### config.mk
export PLATFORM = sky130hd
export DESIGN_NAME = uart_rx_ctrl
export DESIGN_NICKNAME = d
export VERILOG_FILES = /design/src/rtl/uart_rx_ctrl.sv
export SDC_FILE = /design/constraint.sdc
export NUM_CORES = 1
export LEC_CHECK = 0
export CORE_ASPECT_RATIO = 0.5
export CORE_MARGIN = 8
export CORE_UTILIZATION = 50
export CTS_CLUSTER_SIZE = 20
export DETAILED_ROUTE_END_ITERATION = 12
export GPL_ROUTABILITY_DRIVEN = 0
export HOLD_SLACK_MARGIN = 0.15
export PLACE_DENSITY = 0.79
export SLEW_MARGIN = 20
export SYNTH_ARGS = -nofsm -noshare
export SYNTH_HDL_FRONTEND = slang
export SYNTH_SLANG_ARGS = --single-unit
### constraint.sdc
create_clock -name CLK -period 2.5 [get_ports CLK]
set_input_delay 0.375 -clock CLK [delete_from_list [all_inputs] [get_ports CLK]]
set_output_delay 0.375 -clock CLK [all_outputs]
set_load 0.03 [all_outputs]
### src/rtl/uart_rx_ctrl.sv
// UART receive sequencer: start detection, edge/bit counting, datapath strobes,
// per-frame error collection and the good-frame data_valid pulse.
module uart_rx_ctrl #(
    parameter int unsigned PRESC_W   = 6,
    parameter int unsigned DATA_BITS = 8
) (
    input  logic               CLK,
    input  logic               RST,
    input  logic               RX_IN,
    input  logic               PAR_EN,
    input  logic [PRESC_W-1:0] Prescale,
    input  logic               par_err,
    input  logic               strt_glitch,
    input  logic               stp_err,
    output logic [PRESC_W-1:0] edge_cnt,
    output logic [3:0]         bit_cnt,
    output logic               dat_samp_en,
    output logic               strt_chk_en,
    output logic               deser_en,
    output logic               par_chk_en,
    output logic               stp_chk_en,
    output logic               data_valid,
    output logic               parity_error,
    output logic               frame_error
);

    localparam int unsigned BIT_W = 4;

    typedef enum logic [2:0] {
        S_IDLE   = 3'd0,
        S_START  = 3'd1,
        S_DATA   = 3'd2,
        S_PARITY = 3'd3,
        S_STOP   = 3'd4
    } state_e;

    state_e             state_q, state_d;
    logic [PRESC_W-1:0] presc_q, presc_d;
    logic               par_en_q, par_en_d;
    logic [PRESC_W-1:0] edge_q, edge_d;
    logic [BIT_W-1:0]   bit_q, bit_d;
    logic               perr_q, perr_d;
    logic               ferr_q, ferr_d;
    logic               valid_q, valid_d;

    logic [PRESC_W-1:0] chk_c;
    logic [PRESC_W-1:0] last_c;
    logic               at_chk_c;
    logic               at_last_c;
    logic               ferr_now_c;

    // Check edge sits just after the mid-bit majority window; last edge ends the bit.
    always_comb begin
        chk_c     = PRESC_W'((presc_q >> 1) + PRESC_W'(2));
        last_c    = PRESC_W'(presc_q - PRESC_W'(1));
        at_chk_c  = (edge_q == chk_c);
        at_last_c = (edge_q == last_c);
    end

    // State register and per-frame context.
    always_ff @(posedge CLK or negedge RST) begin
        if (!RST) begin
            state_q  <= S_IDLE;
            presc_q  <= '0;
            par_en_q <= 1'b0;
            edge_q   <= '0;
            bit_q    <= '0;
            perr_q   <= 1'b0;
            ferr_q   <= 1'b0;
            valid_q  <= 1'b0;
        end else begin
            state_q  <= state_d;
            presc_q  <= presc_d;
            par_en_q <= par_en_d;
            edge_q   <= edge_d;
            bit_q    <= bit_d;
            perr_q   <= perr_d;
            ferr_q   <= ferr_d;
            valid_q  <= valid_d;
        end
    end

    // Next-state, counters, strobes and error collection.
    always_comb begin
        state_d     = state_q;
        presc_d     = presc_q;
        par_en_d    = par_en_q;
        edge_d      = at_last_c ? '0 : PRESC_W'(edge_q + PRESC_W'(1));
        bit_d       = bit_q;
        perr_d      = perr_q;
        ferr_d      = ferr_q;
        valid_d     = 1'b0;
        ferr_now_c  = ferr_q;
        dat_samp_en = (state_q != S_IDLE);
        strt_chk_en = 1'b0;
        deser_en    = 1'b0;
        par_chk_en  = 1'b0;
        stp_chk_en  = 1'b0;

        case (state_q)
            S_IDLE: begin
                edge_d = '0;
                bit_d  = '0;
                if (!RX_IN) begin
                    state_d  = S_START;
                    presc_d  = Prescale;
                    par_en_d = PAR_EN;
                    perr_d   = 1'b0;
                    ferr_d   = 1'b0;
                end
            end

            S_START: begin
                strt_chk_en = at_chk_c;
                if (at_chk_c && strt_glitch) begin
                    state_d = S_IDLE;
                    edge_d  = '0;
                end else if (at_last_c) begin
                    state_d = S_DATA;
                    bit_d   = '0;
                end
            end

            S_DATA: begin
                deser_en = at_chk_c;
                if (at_last_c) begin
                    if (bit_q == BIT_W'(DATA_BITS - 1)) begin
                        bit_d   = '0;
                        state_d = par_en_q ? S_PARITY : S_STOP;
                    end else begin
                        bit_d = BIT_W'(bit_q + BIT_W'(1));
                    end
                end
            end

            S_PARITY: begin
                par_chk_en = at_chk_c;
                if (at_chk_c && par_err) begin
                    perr_d = 1'b1;
                end
                if (at_last_c) begin
                    state_d = S_STOP;
                end
            end

            S_STOP: begin
                stp_chk_en = at_chk_c;
                if (at_chk_c) begin
                    // Leave the stop bit early so a back-to-back start edge is seen.
                    ferr_now_c = ferr_q | stp_err;
                    ferr_d     = ferr_now_c;
                    valid_d    = !perr_q && !ferr_now_c;
                    state_d    = S_IDLE;
                    edge_d     = '0;
                end
            end

            default: begin
                state_d = S_IDLE;
                edge_d  = '0;
                bit_d   = '0;
            end
        endcase
    end

    // Registered outputs.
    always_comb begin
        edge_cnt     = edge_q;
        bit_cnt      = bit_q;
        data_valid   = valid_q;
        parity_error = perr_q;
        frame_error  = ferr_q;
    end

endmodule

==> images/ff_map.png <==
The bar under the picture is 20 µm long. Other sequential cells in the stronger gray, the rest of the logic in the fainter gray.
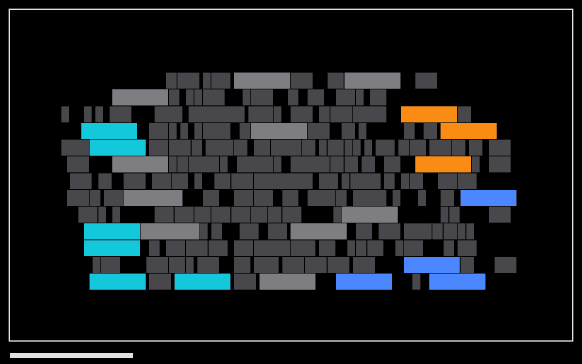
| color | netlist name | flops |
|---|---|---|
| blue | bit_cnt | 4 |
| orange | state_q | 3 |
| cyan | edge_cnt | 6 |
not colored: 10
Seq. pwr: 725 µW
Reg area: 578 µm²
fin util: 71.7%

==> images/util_map.png <==
The die is cut into 9 by 5 equal tiles; black is low, pale yellow is high, 0 to 100% covered.
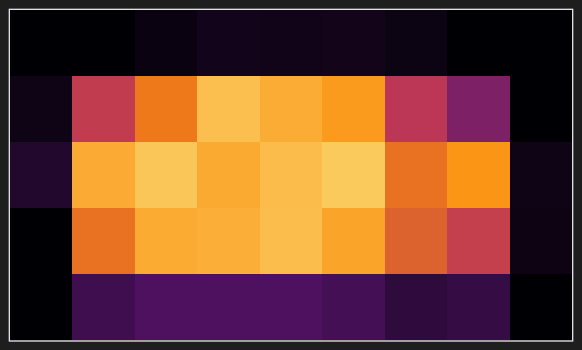
nearly empty tiles: 18%
densest ninth of the die: middle
fullest tile: 88%
mean over tiles: 38%
Core Area: 2650 µm²
Initial Utilization: 53.5%

==> images/class_map.png <==
The bar under the picture is 20 µm long. Fill, decap, tap and diode cells in gray.
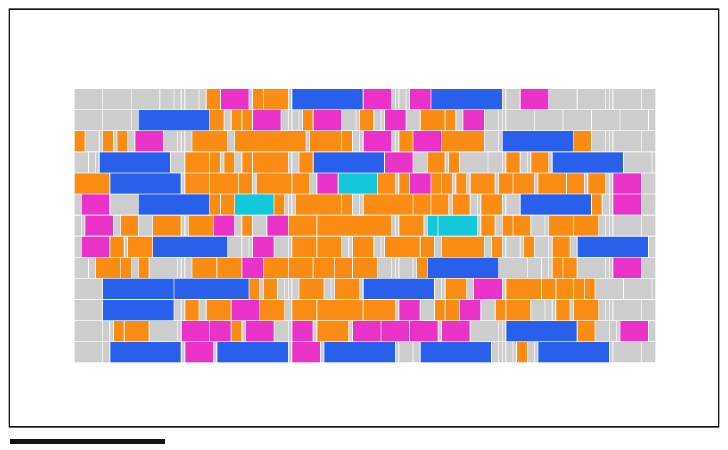
| color | class | cells | share of their area |
|---|---|---|---|
| orange | remaining logic cells | 122 | 47% |
| cyan | clock drivers and dummy loads | 4 | 2.4% |
| blue | registers | 23 | 31% |
| magenta | remaining buffers and delay cells | 39 | 19% |

==> images/congestion_map.png <==
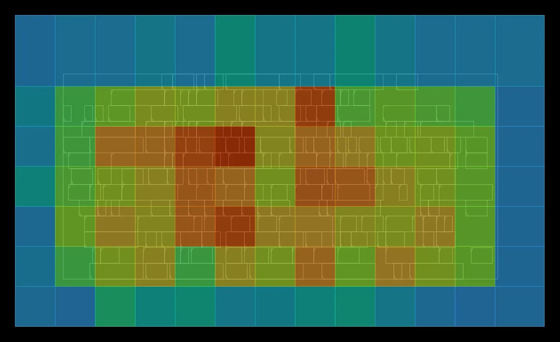
most used routing layer: met2
GR Util met3: 4.16%
average wire per standard cell: 15.4 µm
all-layer global routing usage: 14.0%

==> deck_impl_summary.md <==
Key Metrics from the Run

Status
  – Status: finished, final reports clean

Routing
  – DR iter-0 viols: between 50 and 60
  – Final wirelength: roughly 3.5 mm
  – DR vias: ~1.2k

Clocking
  – Hold buffers post-CTS: 0
  – Clock tree buffer depth: 2
  – Skew-Pair Late Insertion Delay: 260 ps
  – CTS clock-pin slew for the worst setup and hold paths: approximately 80 ps
  – CTS sink count: 23
  – Root buf cell: clkbuf_8

Run
  – Max-cap violations: 0
  – Count of tool warnings: 29

Power
  – Comb pwr share: between 60% and 70%
  – Switching Fraction: a little under half
  – Clock share of power: 9.7%
  – Sw Pwr: between 1 and 1.5 mW

Global routing
  – First-pass GRT wire length: about 5.5 mm
  – Met2 usage in global routing: ~26%
  – Initial antenna violation count: 0
  – Number of global-route vias before repair: around 1.2k
  – Largest net degree at the start of global routing: 24
  – Routing usage on met1: 16.1%
  – Total gr overflow: 0

Yosys
  – Unique cell types: around 40
  – Syn_area_per_cell: 9.51 µm²
  – Syn Std Cell Area: about 1400 µm²
  – Cells in synth_stat.txt: ~150
  – Synth Register Bits: 23
  – Yosys warns: 0
  – Synth Instances: ~150
  – Sequential element share of the synthesized area: a little over 40%

Layout
  – Share of cells above drive strength 1: approximately a fifth
  – Synthesis-to-finish area growth: 34.2%
  – Post-route insts no fill: around 230
  – # diodes: 0
  – Final instance area: 1900 µm²

STA
  – Slew headroom: 66.6%
  – RSZ-0062 raised after global routing: yes
  – Worst slew pin tran: 500 ps
  – Clock period minus worst slack: ~2500 ps
  – FMAX: ~0.40 GHz
  – Final hold violations: 0

Worst setup path
  – CP Capture Type: primary output
  – Crit path kind: reg -> out

Die
  – Row count: 13
  – Total die size: roughly 4900 µm²

Placement
  – Placed cell areas: around 1800 µm²

Min path
  – HP Class: in -> async
synthesized netlist by cell type (all sizes together):
master    n  share of area [%]
and2      1               0.44
nand4b    1               0.62
o31ai     1               0.88
nor4b     2                1.2
ha        6                5.3
or3b      1               0.62
a221oi    2                1.7
nand3b    1               0.53
o21ai     9                3.2
buf       2               0.71
a21o      1               0.53
or4       1               0.53
nand2b    2               0.88
nand4     2               0.88
xor2      4                2.5
o31a      2                1.2
a31oi     1               0.44
mux2      2                1.6
a21oi     5                1.8
nor3      4                2.9
o2bb2ai   1               0.62
nor2b     3                1.3
o21ba     1               0.71
and3      3                1.7
nor2     17                4.5
or4b      1               0.71
inv      10                2.6
nand2    11                2.9
or3       4                1.8
o211ai    2                1.1
dfrtp    23                 41
clkbuf    2               0.53
nand3     5                2.6
xnor2    15                9.3
o2111ai   1               0.62
registers in the layout (all words and copies together), names as in the netlist:
register / count
parity_error: 1
state_q: 3
presc_q: 6
frame_error: 1
data_valid: 1
edge_cnt: 6
par_en_q: 1
bit_cnt: 4
metal layers:
layer	vias up	wire length (µm)
li1	593	-
met3	2	143
met5	-	0
met4	0	31
met2	22	1730
met1	582	1570
layout make-up:
cell class                      instances  area (µm²)
Multi-Input combinational cell        112         837
Fill cell                             204         749
Sequential cell                        23         578
Timing Repair Buffer                   39         358
Tap cell                               37        46.3
Clock buffer                            4        45.0
Inverter                               10        37.5
cells by family (layout without fill, tap and decap cells):
group	after synthesis	in the layout	share of synthesized area, %
simple gates	59	59	24.2
compound gates	26	26	12.7
mux	2	2	1.59
buf+inv	14	53	3.88
flops	23	23	40.6
fa+ha+maj	6	6	5.30
xor+xnor	19	19	11.7
power by group through the flow:
stage	combinational (mW)	clock [mW]	sequential, mW
final	1.45	0.233	0.725
after global routing	1.58	0.256	0.748
after CTS	1.37	0.240	0.706
after detailed placement	1.29	0	0.718
after global placement	1.26	0	0.711
after floorplan	0.892	0	0.754
final timing paths:
check | start | to | slack, ps | depth (start not counted)
max in group asynchronous | RST | presc_q[3] | 1800 | 2
max reg2reg | presc_q[2] | state_q[0] | 220 | 7
min | RST | presc_q[5] | 460 | 2
max | presc_q[2] | strt_chk_en | 20 | 7
min reg2reg | parity_error | data_valid | 460 | 1
min in group CLK | parity_error | data_valid | 460 | 1
stage by stage:
step	setup slack, ps	util (%)
global placement	187	66.9
global route	-47.4	71.7
CTS	3.97	70.0
floorplan	91.8	-
finish	23.2	71.7
detailed placement	132	66.9
worst max-delay path: stages (launching register included):
cell and delay (ps):
dfrtp_2 430, inv_2 70, ha_1 310, xor2_1 160, nor3_2 170, o211ai_1 250, nor4b_2 260, buf_4 200
layout by cell type, fill, tap and decap left out, drive strengths merged, types with 3 or more instances in the layout:
cell type      count
clkdlybuf4s50     26
xnor2             15
ha                 6
dfrtp             23
nor2              17
nor3               4
nor2b              3
o21ai              9
xor2               4
inv               10
a21oi              5
nand2             11
or3                4
nand3              5
buf               13
and3               3
clkbuf             4
repair_timing:
| item | in CTS | in global routing |
|---|---|---|
| setup endpoints to repair | 4 | 3 |
| pin swaps | 3 | 5 |
| setup buffers | 3 | 2 |
| resized | 4 | 7 |
| endpoints found under the hold margin | 0 | 0 |
Power is estimated from default activity; no workload was simulated.
